Run 1, the metal 4 layer:
Drawn at 3 px/um. Cells faint in the background.
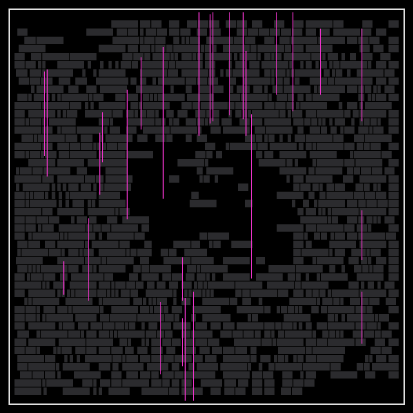
Run 1, close-up of the layout:
Region (88, 23) to (108, 43) um. Cells in grey, sequential cells in the stronger grey; small squares are vias.
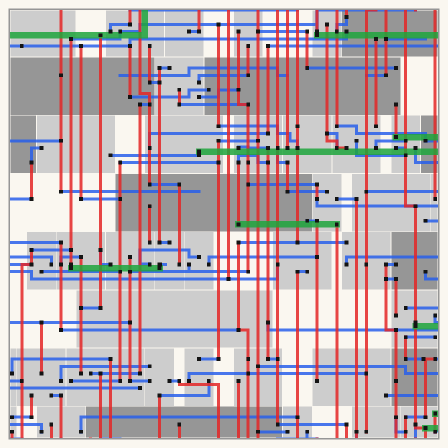
Run 1, routed clock nets over the placement:
Drawn at 2 px/um.
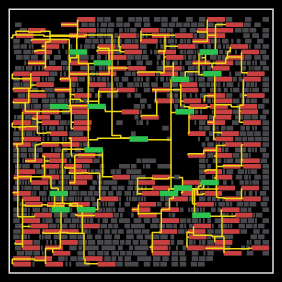
`config.mk`:
```
export PLATFORM = sky130hd
export DESIGN_NAME = operand_fetch
export DESIGN_NICKNAME = d
export VERILOG_FILES = /design/src/rtl/operand_fetch.sv
export SDC_FILE = /design/constraint.sdc
export NUM_CORES = 1
export LEC_CHECK = 0
export CAP_MARGIN = 25
export CORE_MARGIN = 1
export CORE_UTILIZATION = 50
export DETAILED_ROUTE_END_ITERATION = 6
export GPL_ROUTABILITY_DRIVEN = 0
export HOLD_SLACK_MARGIN = 0.08
export PLACE_DENSITY = 0.93
export SLEW_MARGIN = 0
export SYNTH_ARGS = -nofsm -noshare
export SYNTH_HDL_FRONTEND = slang
export SYNTH_SLANG_ARGS = --single-unit
```
`constraint.sdc`:
```
create_clock -name clk -period 3.4 [get_ports clk]
set_input_delay 0.85 -clock clk [delete_from_list [all_inputs] [get_ports clk]]
set_output_delay 0.85 -clock clk [all_outputs]
set_load 0.05 [all_outputs]
```
`src/rtl/operand_fetch.sv`:
```
// operand_fetch: register-read stage with writeback forwarding between decode and execute.
module operand_fetch #(
  parameter int XLEN       = 32,
  parameter int REG_ADDR_W = 5,
  parameter int PAYLOAD_W  = 32
) (
  input  logic                  clk,
  input  logic                  rst_n,
  input  logic                  flush,
  input  logic                  in_valid,
  output logic                  in_ready,
  input  logic [REG_ADDR_W-1:0] in_rs1,
  input  logic [REG_ADDR_W-1:0] in_rs2,
  input  logic [PAYLOAD_W-1:0]  in_payload,
  output logic [REG_ADDR_W-1:0] rf_addr_a,
  output logic [REG_ADDR_W-1:0] rf_addr_b,
  input  logic [XLEN-1:0]       rf_data_a,
  input  logic [XLEN-1:0]       rf_data_b,
  input  logic                  wb_en,
  input  logic [REG_ADDR_W-1:0] wb_addr,
  input  logic [XLEN-1:0]       wb_data,
  output logic                  out_valid,
  input  logic                  out_ready,
  output logic [REG_ADDR_W-1:0] out_rs1,
  output logic [REG_ADDR_W-1:0] out_rs2,
  output logic [XLEN-1:0]       out_op_a,
  output logic [XLEN-1:0]       out_op_b,
  output logic [PAYLOAD_W-1:0]  out_payload
);
  logic                  r_valid_q, r_valid_d, out_valid_q, out_valid_d;
  logic [REG_ADDR_W-1:0] r_rs1_q, r_rs1_d, r_rs2_q, r_rs2_d;
  logic [REG_ADDR_W-1:0] out_rs1_q, out_rs1_d, out_rs2_q, out_rs2_d;
  logic [PAYLOAD_W-1:0]  r_payload_q, r_payload_d, out_payload_q, out_payload_d;
  logic                  fwd_a_hit_q, fwd_a_hit_d, fwd_b_hit_q, fwd_b_hit_d;
  logic [XLEN-1:0]       fwd_a_data_q, fwd_a_data_d, fwd_b_data_q, fwd_b_data_d;
  logic [XLEN-1:0]       out_op_a_q, out_op_a_d, out_op_b_q, out_op_b_d;
  logic [XLEN-1:0]       r_op_a, r_op_b;
  logic                  o_free, r_adv, held, accept;
  function automatic logic wb_hit(input logic [REG_ADDR_W-1:0] x);
    return wb_en && (wb_addr != '0) && (wb_addr == x);
  endfunction
  assign o_free    = !out_valid_q || out_ready;
  assign r_adv     = r_valid_q && o_free;
  assign held      = out_valid_q && !out_ready;
  assign in_ready  = rst_n && !flush && (!r_valid_q || r_adv);
  assign accept    = in_valid && in_ready;
  // a stalled R stage keeps re-reading its own sources so late writebacks are seen
  assign rf_addr_a = (r_valid_q && !r_adv) ? r_rs1_q : in_rs1;
  assign rf_addr_b = (r_valid_q && !r_adv) ? r_rs2_q : in_rs2;
  assign r_op_a    = (r_rs1_q == '0) ? '0 : fwd_a_hit_q ? fwd_a_data_q : rf_data_a;
  assign r_op_b    = (r_rs2_q == '0) ? '0 : fwd_b_hit_q ? fwd_b_data_q : rf_data_b;
  always_comb begin
    r_valid_d     = flush ? 1'b0 : accept ? 1'b1 : r_adv ? 1'b0 : r_valid_q;
    r_rs1_d       = accept ? in_rs1 : r_rs1_q;
    r_rs2_d       = accept ? in_rs2 : r_rs2_q;
    r_payload_d   = accept ? in_payload : r_payload_q;
    fwd_a_hit_d   = wb_hit(rf_addr_a);
    fwd_b_hit_d   = wb_hit(rf_addr_b);
    fwd_a_data_d  = wb_data;
    fwd_b_data_d  = wb_data;
    out_valid_d   = flush ? 1'b0 : r_adv ? 1'b1 : held;
    out_rs1_d     = r_adv ? r_rs1_q : out_rs1_q;
    out_rs2_d     = r_adv ? r_rs2_q : out_rs2_q;
    out_payload_d = r_adv ? r_payload_q : out_payload_q;
    out_op_a_d    = r_adv ? (wb_hit(r_rs1_q) ? wb_data : r_op_a)
                  : (held && wb_hit(out_rs1_q)) ? wb_data : out_op_a_q;
    out_op_b_d    = r_adv ? (wb_hit(r_rs2_q) ? wb_data : r_op_b)
                  : (held && wb_hit(out_rs2_q)) ? wb_data : out_op_b_q;
  end
  always_ff @(posedge clk or negedge rst_n) begin
    if (!rst_n) begin
      r_valid_q     <= 1'b0;
      r_rs1_q       <= '0;
      r_rs2_q       <= '0;
      r_payload_q   <= '0;
      fwd_a_hit_q   <= 1'b0;
      fwd_b_hit_q   <= 1'b0;
      fwd_a_data_q  <= '0;
      fwd_b_data_q  <= '0;
      out_valid_q   <= 1'b0;
      out_rs1_q     <= '0;
      out_rs2_q     <= '0;
      out_payload_q <= '0;
      out_op_a_q    <= '0;
      out_op_b_q    <= '0;
    end else begin
      r_valid_q     <= r_valid_d;
      r_rs1_q       <= r_rs1_d;
      r_rs2_q       <= r_rs2_d;
      r_payload_q   <= r_payload_d;
      fwd_a_hit_q   <= fwd_a_hit_d;
      fwd_b_hit_q   <= fwd_b_hit_d;
      fwd_a_data_q  <= fwd_a_data_d;
      fwd_b_data_q  <= fwd_b_data_d;
      out_valid_q   <= out_valid_d;
      out_rs1_q     <= out_rs1_d;
      out_rs2_q     <= out_rs2_d;
      out_payload_q <= out_payload_d;
      out_op_a_q    <= out_op_a_d;
      out_op_b_q    <= out_op_b_d;
    end
  end
  assign out_valid   = out_valid_q;
  assign out_rs1     = out_rs1_q;
  assign out_rs2     = out_rs2_q;
  assign out_op_a    = out_op_a_q;
  assign out_op_b    = out_op_b_q;
  assign out_payload = out_payload_q;
endmodule
```
==> flow_summary_export.csv, run 1 <==
group,metric,value,unit
power,power_frac_seq,38.4,%
detailed_routing,wl,24800,um
critical_path,path_depth,5,
timing,fin_skew,0.00904,ns
critical_path,reg2reg_depth,6,
layout,multi_input_comb_cells,560,
synth,yosysUniqueCellTypes,31,
layout,design.seq.count,184,
layout,dominant_cells,"flip-flops and latches",
synth,async_flop_share,100,%
critical_path,ff2ff_setup_slack,1.37,ns
critical_path,reg2reg_from,"out_rs2[4]",
power,comb_power_share,34.2,%
clock_tree,holdBufCountCts,0,
global_routing,track_usage,29.7,%
flow_run,maxCapViolations,0,
power,clk-power,2.04,mW
outcome,status,"completed",
flow_run,openroad.warnings,29,
floorplanning,rows,46,
layout,fin_cells,1284,
layout,signal_buffers,290,
clock_tree,h-tree-depth,4,
detailed_routing,dr_total_vias,7083,
timing,finalMaxSlewViolations,0,
critical_path,slowest_stage,"clkdlybuf4s50_1",
critical_path,endpoint,"rf_addr_b[2]",
global_routing,grt-ovfl-total,0,
power,maxPowerGroup,"sequential cells",
critical_path,critical_path_required,2.55,ns
synth,edf_count,0,
clock_tree,clockBufferDepth,2,
power,pg_comb,2.55,mW
power,p_int,4.71,mW
clock_tree,cts_resized,0,
critical_path,path_max_fanout,12,
synth,top_cells_by_count,"193 x nand2_1, 184 x dfrtp_1, 68 x nor2_1",
layout,area_delta_synth_final,44.2,%
synth,aoi_share,5.70,%
floorplanning,io_pins,267,
synth,top_cell_area_share,55.2,%
## Picture notes: 'the metal 4 layer'
longest straight run: 54.4 um
wire length on this layer: 789 um

## Picture notes: 'close-up of the layout'
[blue] metal 1
[red] metal 2
[green] metal 3
cells with their middle in the window: 36
sequential cells in the window: 4
netlist names of flops here include: out_op_a (2)
most frequent: a31oi_1 (8), nor2_1 (6), or3_1 (5)

## Picture notes: 'routed clock nets over the placement'
[yellow] clock wires | length: 2040 um
[green] clock drivers | count: 17
[red] flip-flops | count: 184
routed clock nets: 18
flops lie: widely spread

[run 1: cell usage in the layout (no fill, tap or decap), drive strengths merged]
master / n
or3: 64
nand2: 193
clkinv: 8
o31ai: 2
xor2: 8
clkinvlp: 1
nand2b: 1
clkbuf: 18
mux2: 52
mux2i: 64
buf: 36
bufinv: 3
xnor2: 22
nor3: 2
o211ai: 2
diode: 2
nor2b: 2
nand3b: 2
inv: 2
clkdlybuf4s50: 254
nand4: 2
nand3: 2
nor2: 68
and3b: 1
o21ai: 4
dfrtp: 184
a31oi: 64
or4: 5
[run 1: kinds of logic (layout without fill, tap and decap cells)]
logic type	count (synthesis)	in the layout
XOR/XNOR	30	30
multiplexers	116	116
buffers and inverters	58	322
flip-flops	184	184
AND-OR/OR-AND	72	72
AND/OR/NAND/NOR	342	342
other	0	2
Run 1, wiring by layer:
Drawn at 3 px/um.
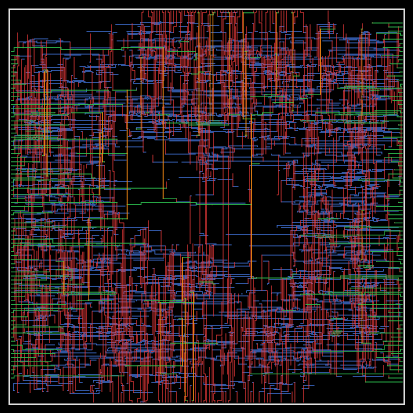

==> run 2: changes to the inputs <==
Settings changed: CORE_UTILIZATION 50 to 56, DONT_BUFFER_PORTS from default to 1, PLACE_DENSITY 0.93 to 0.78.
Run 2, wiring by layer:
Drawn at 3 px/um.
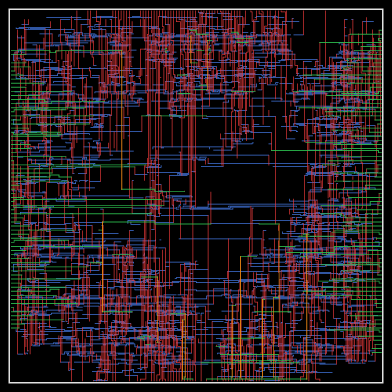
[orange] metal 4 | wire length: 358 um
[red] metal 2 | wire length: 10400 um
[green] metal 3 | wire length: 2280 um
[blue] metal 1 | wire length: 7800 um

==> run 2 against run 1 <==
Combinational power is 74% lower. Total power is 11% lower. Clock power about the same. Area after synthesis unchanged. Global-route usage shrank 2.8 points. Critical path depth fell by 3. Die size fell by 11%. Worst hold slack worse by 0.20 ns. Critical path type is now register to output port. Highest routed layer unchanged.
==> flow_summary_export.csv, run 2 <==
group,metric,value,unit
outcome,status,"completed",
detailed_routing,dr_total_vias,5876,
layout,layout_top_cell,"nand2_1",
layout,signal_buffers,11,
synth,edf_count,0,
synth,async_flop_share,100,%
detailed_routing,wl,20800,um
critical_path,reg2reg_depth,5,
clock_tree,cts_resized,0,
critical_path,ff2ff_setup_slack,0.63,ns
flow_run,openroad.warnings,28,
layout,area_delta_synth_final,9.59,%
layout,multi_input_comb_cells,560,
clock_tree,clockBufferDepth,2,
layout,layout_top_cells,"192 x nand2_1, 182 x dfrtp_1, 66 x nor2_1",
synth,top_cells_by_count,"193 x nand2_1, 184 x dfrtp_1, 68 x nor2_1",
floorplanning,io_pins,267,
layout,dominant_cells,"flip-flops and latches",
timing,finalMaxSlewViolations,0,
synth,top_cell_area_share,55.2,%
global_routing,grt-ovfl-total,0,
critical_path,path_depth,2,
layout,design.seq.count,184,
critical_path,slowest_stage,"dfrtp_1",
critical_path,path_max_fanout,12,
timing,fin_skew,0.0198,ns
Run 2, routing congestion map:
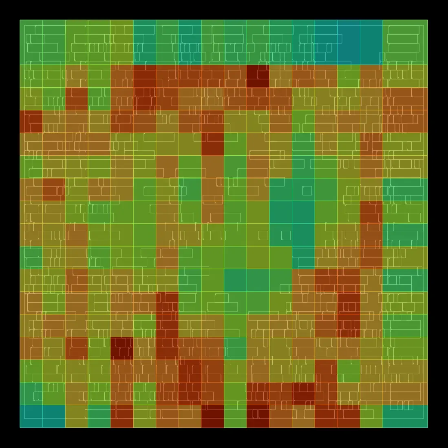
drt wl/cell: 21.4 um
M1 GR Usage: 30.8%
All-Layer GR Usage: 27.0%

-- run 2: cell types whose count changed in the layout (fill, tap and decap cells not counted), sizes merged --
cell / previous run / this run
buf: 36 / 11
diode: 2 / 0
bufinv: 3 / 2
clkinv: 8 / 5
clkdlybuf4s50: 254 / 0
inv: 2 / 7
clkbuf: 18 / 17
-- run 2: cells by family after synthesis --
| kind of cell | share of synthesized area [%] |
|---|---|
| AOI/OAI and AO/OA | 5.70 |
| xor gates and xnor gates | 3.15 |
| buffers and inverters | 3.14 |
| DFF | 55.2 |
| muxes | 14.7 |
| and+or+nand+nor | 18.1 |
-- run 2: report_power, final --
part | switching [mW] | internal, mW | total [mW] | leakage, nW
clock | 0.938 | 1.13 | 2.07 | 0.304
sequential | 1.31 | 2.55 | 3.87 | 2.16
combinational | 0.345 | 0.324 | 0.669 | 1.40
Power is estimated from default activity; no workload was simulated.
